## config.mk

```make
export PLATFORM = sky130hd
export DESIGN_NAME = fib_sequencer
export DESIGN_NICKNAME = d
export VERILOG_FILES = /design/src/rtl/fib_pkg.sv /design/src/rtl/fib_sequencer.sv
export SDC_FILE = /design/constraint.sdc
export NUM_CORES = 1
export LEC_CHECK = 0
export CORE_UTILIZATION = 45
export DETAILED_ROUTE_END_ITERATION = 10
export HOLD_SLACK_MARGIN = 0.03
export PLACE_DENSITY = 0.76
export SKIP_LAST_GASP = 1
export SYNTH_ARGS = -nofsm -noshare
export SYNTH_HDL_FRONTEND = slang
export SYNTH_SLANG_ARGS = --single-unit
```

## constraint.sdc

```tcl
create_clock -name clk -period 1.65 [get_ports clk]
set_input_delay 0.2475 -clock clk [delete_from_list [all_inputs] [get_ports clk]]
set_output_delay 0.2475 -clock clk [all_outputs]
set_load 0.01 [all_outputs]
```

## src/rtl/fib_pkg.sv

```systemverilog
// Shared definitions for the Fibonacci sequencer: FSM state encoding,
// ALU opcodes driven toward the sibling ALU, and default widths.
package fib_pkg;

  localparam int DEF_SIZE  = 4;
  localparam int DEF_CNT_W = 4;

  localparam logic [2:0] OP_NOP = 3'b000;
  localparam logic [2:0] OP_ADD = 3'b001;

  localparam logic [1:0] ST_IDLE = 2'd0;
  localparam logic [1:0] ST_EMIT = 2'd1;
  localparam logic [1:0] ST_ADD  = 2'd2;
  localparam logic [1:0] ST_DONE = 2'd3;

endpackage

```

## src/rtl/fib_sequencer.sv

```systemverilog
// Issues ADDs to a sibling ALU to walk the Fibonacci sequence and streams each
// term out on a valid/ready port. Optional macro FIB_OVF_STOP_EN ends a run at
// the last exact (unwrapped) term instead of emitting wrapped values.
module fib_sequencer
  import fib_pkg::*;
#(
  parameter int         SIZE   = fib_pkg::DEF_SIZE,
  parameter int         CNT_W  = fib_pkg::DEF_CNT_W,
  parameter logic [2:0] OP_ADD = fib_pkg::OP_ADD,
  parameter logic [2:0] OP_NOP = fib_pkg::OP_NOP
) (
  input  logic             clk,
  input  logic             rst_n,
  input  logic             start,
  input  logic [CNT_W-1:0] n_terms,
  output logic             busy,
  output logic [SIZE-1:0]  alu_in1,
  output logic [SIZE-1:0]  alu_in2,
  output logic [2:0]       alu_opcode,
  input  logic [SIZE-1:0]  alu_out,
  output logic [SIZE-1:0]  term,
  output logic             term_valid,
  input  logic             term_ready,
  output logic             term_last,
  output logic             done,
  output logic             ovf
);

  logic [1:0]       state;
  logic [SIZE-1:0]  a, b;
  logic             a_ovf, b_ovf, ovf_q;
  logic [CNT_W-1:0] idx, n_lat;
  logic             last_idx, last_c, early_stop;

  // An unsigned sum that came out smaller than an addend has wrapped.
  function automatic logic add_wrapped(input logic [SIZE-1:0] sum,
                                       input logic [SIZE-1:0] addend);
    return (sum < addend);
  endfunction

  assign last_idx = (idx == n_lat - CNT_W'(1));

`ifdef FIB_OVF_STOP_EN
  assign last_c     = last_idx | b_ovf;
  assign early_stop = term_ready & b_ovf & ~last_idx;
`else
  assign last_c     = last_idx;
  assign early_stop = 1'b0;
`endif

  assign busy       = (state != ST_IDLE);
  assign term_valid = (state == ST_EMIT);
  assign term       = a;
  assign term_last  = term_valid & last_c;
  assign done       = (state == ST_DONE);
  // A wrapped term raises ovf in the same cycle it is first presented.
  assign ovf        = ovf_q | (term_valid & a_ovf);
  assign alu_in1    = a;
  assign alu_in2    = b;
  assign alu_opcode = (state == ST_ADD) ? OP_ADD : OP_NOP;

  always_ff @(posedge clk or negedge rst_n) begin
    if (!rst_n) begin
      state <= ST_IDLE;
      a     <= '0;
      b     <= '0;
      a_ovf <= 1'b0;
      b_ovf <= 1'b0;
      idx   <= '0;
      n_lat <= '0;
      ovf_q <= 1'b0;
    end else begin
      case (state)
        ST_IDLE: begin
          if (start) begin
            ovf_q <= 1'b0;
            n_lat <= n_terms;
            if (n_terms != '0) begin
              a     <= '0;
              b     <= SIZE'(1);
              a_ovf <= 1'b0;
              b_ovf <= 1'b0;
              idx   <= '0;
              state <= ST_EMIT;
            end else begin
              state <= ST_DONE;
            end
          end
        end
        ST_EMIT: begin
          ovf_q <= ovf_q | a_ovf | early_stop;
          if (term_ready) state <= last_c ? ST_DONE : ST_ADD;
        end
        ST_ADD: begin
          a     <= b;
          a_ovf <= b_ovf;
          b     <= alu_out;
          b_ovf <= b_ovf | add_wrapped(alu_out, b);
          idx   <= idx + CNT_W'(1);
          state <= ST_EMIT;
        end
        ST_DONE: state <= ST_IDLE;
        default: state <= ST_IDLE;
      endcase
    end
  end

endmodule

```

==> impl_metrics.ini <==
; physical design summary
[cts]
cts.htree.levels = 1
cts_buffers = 3
cts_root_buf = clkbuf_4
clkLatencyLatePin_ns = 0.31
hold_buffers = 0
cts_tree = built
post_cts_resized = 19
clock-sinks = 21
clockBufferDepth = 2
clk_pin_slew_ns = 0.11
cts_setup_buffers = 2

[floorplan]
ioPinCount = 32
die_h_um = 52.3
die-area_um2 = 2740
die_w_um = 52.3
row_count = 17
core_um2 = 2300
fp_util = 0.496

[power_and_ir_drop]
switchingPower_w = 0.00113
clockPowerShare = 0.085
combPwrFrac = 0.601
maxPowerGroup = combinational cells
ir_drop_uv = 1320
p_total_w = 0.00292
seqPwrFrac = 0.314
intPower_w = 0.00179
power_leakage_nw = 0.746
power_combinational_w = 0.00175
power_density_nw_per_um2 = 1800
power_clock_w = 0.000248
swShare = 0.387

[critical_path]
rrSetupSlack_ns = 0.16
cp.depth = 5
critPathSlowestCell = dfrtp_1
crit_family = flip-flops
worstSetupEndpointType = output port
crit_path_start_kind = register
crit_buf_inv = 2
r2r_cells = 5
worstPathRequired_ns = 1.40
regToRegEndpoint = n_lat[3]
crit_arrival_ns = 1.69
worst-path-max-fanout = 2
crit_type = reg -> out
crit_start = n_lat[0]
cp_cell_sequence = buf_4 -> nor3_4 -> xnor2_2 -> a2111oi_4 -> buf_2
regToRegStartpoint = state[1]
crit_end = term_last
max_stage_delay_ns = 0.42

[global_routing]
grtUsageMet2 = 0.378
grt_pass1_wl_um = 4060
grt.met1_usage = 0.238
grt.overflow.total = 0
grt_start_max_net_pins = 22
antenna_found_initial = 0
grt_pass1_vias = 912
use_met3 = 0.0290

[drt]
vias = 908
drc = 0
wl_per_cell_um = 13.8
finalWirelength_um = 2450
final_antenna_net_count = 0
first_pass_iters = 4
drtIter0Drc = 12
viasPerCell = 5.10

[logic_synthesis]
simple_gate_share = 0.148
synth_cell_types = 35
synthAdderAreaFrac = 0.0549
synth.avg_cell_area_um2 = 11.1
synthAoiAreaFrac = 0.181
ys.flops = 21
synth-edff-count = 0
mux_share = 0.0198
ys_area_um2 = 1140
synth_area_um2 = 1140
synth_top_cell_by_area = dfrtp_1
ys_top_logic_family = AND-OR/OR-AND gates
xor_area_frac = 0.0538
ys_seq_share = 0.461
synth_top_flop_cell = dfrtp_1
ys_async_sr_fraction = 1.00
synth_cells = 103
synth.most_common_cell = dfrtp_1
topCellsByArea = dfrtp_1, ha_1, a22o_1
ys_cells = 103
yosys.area.top_type_share = 0.461
top_cells_by_count = dfrtp_1, inv_1, a22o_1, buf_4, xnor2_1
yosysWarnings = 0

[sta]
setup_ws_ns = -0.285
drv_slew = 0
rsz0062_at_grt = yes
setup_viol = 3
finalHoldViolations = 0
period_needed_ns = 1.94
timing.setup.tns_ns = -0.309
clock_skew_ns = 0.00313
clock.fmax_mhz = 517
fin_hold_ws_ns = 0.276

[finish]
area_growth_pct = 42.2
fin_area_um2 = 1620
diodes = 0
layout.cells.most_common_list = clkdlybuf4s50_1, dfrtp_1, buf_4
fin_nets = 168
fill_cells = 181
drive_gt1_frac = 0.273

[placement]
gp_congestion = 0.729
dp_hpwl_um = 1900
placed_area_um2 = 1560
dp_slack_ns = -0.359
portBuffers = 29
dpl.cell_count = 172

[worst_hold_path]
min_path_type = in -> async

[job]
warnings = 28
drv_cap = 0

[status]
violations = negative setup slack
status = finished with violations
[state kept, by name, indices dropped and copies added, names as in the netlist]
name and cells:
a_ovf 1, alu_in1 4, alu_in2 4, b_ovf 1
idx 4, n_lat 4, ovf_q 1, state 2
[area by class of cell]
class                   instances  area (um2)  share of cell area
multi-input cells              66         566               0.349
flip-flops and latches         21         526               0.324
repair buffers                 50         433               0.267
well taps                      28        35.0              0.0216
inverters                       9        33.8              0.0208
clock buffers                   3        22.5              0.0139
clock inverters                 1        5.00             0.00309
[metal layers]
layer / vias up / wire length (um)
met5: - / 0
met4: 0 / 37
met3: 4 / 97
met2: 26 / 1220
met1: 432 / 1100
li1: 446 / -
congestion.png
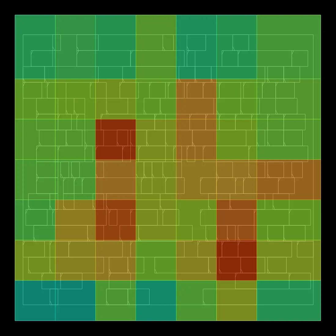
Final Util: 0.705
grt peak-use layer: met2
GR Util All Layers: 0.204

logic_types.png
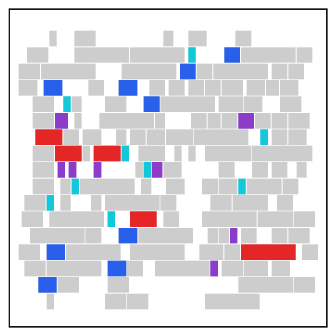
[red] adder and majority cells | cells: 5
[blue] AND-OR and OR-AND gates | cells: 9
[cyan] inverters | cells: 9
[purple] NAND gates | cells: 8
most instantiated logic cell after routing: clkdlybuf4s50_1
Comb area share: 0.349
count of non-filler cells in the finished layout: 178

flops_by_reg.png
Other sequential cells in the stronger grey, the rest of the logic in the fainter grey.
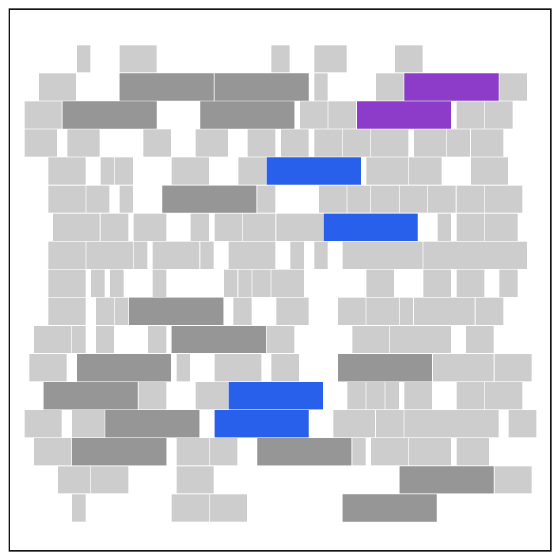
[blue] `idx` | flops: 4
[purple] `state` | flops: 2
not coloured: 15
Power Sequential: 0.000917 W
fraction of area in registers: 0.324
Flop area: 526 um2

layer_met2.png
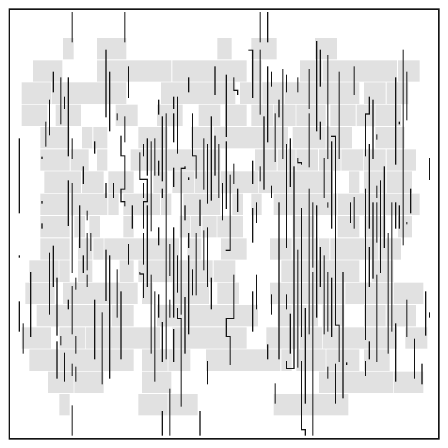
main direction: vertical
longest straight run: 29.9 um
wire length on this layer: 1,220 um
share of all routed wire: 50%
nets with wire on the layer: 149

Power figures rest on the tool's default switching activity, not on a simulated workload.
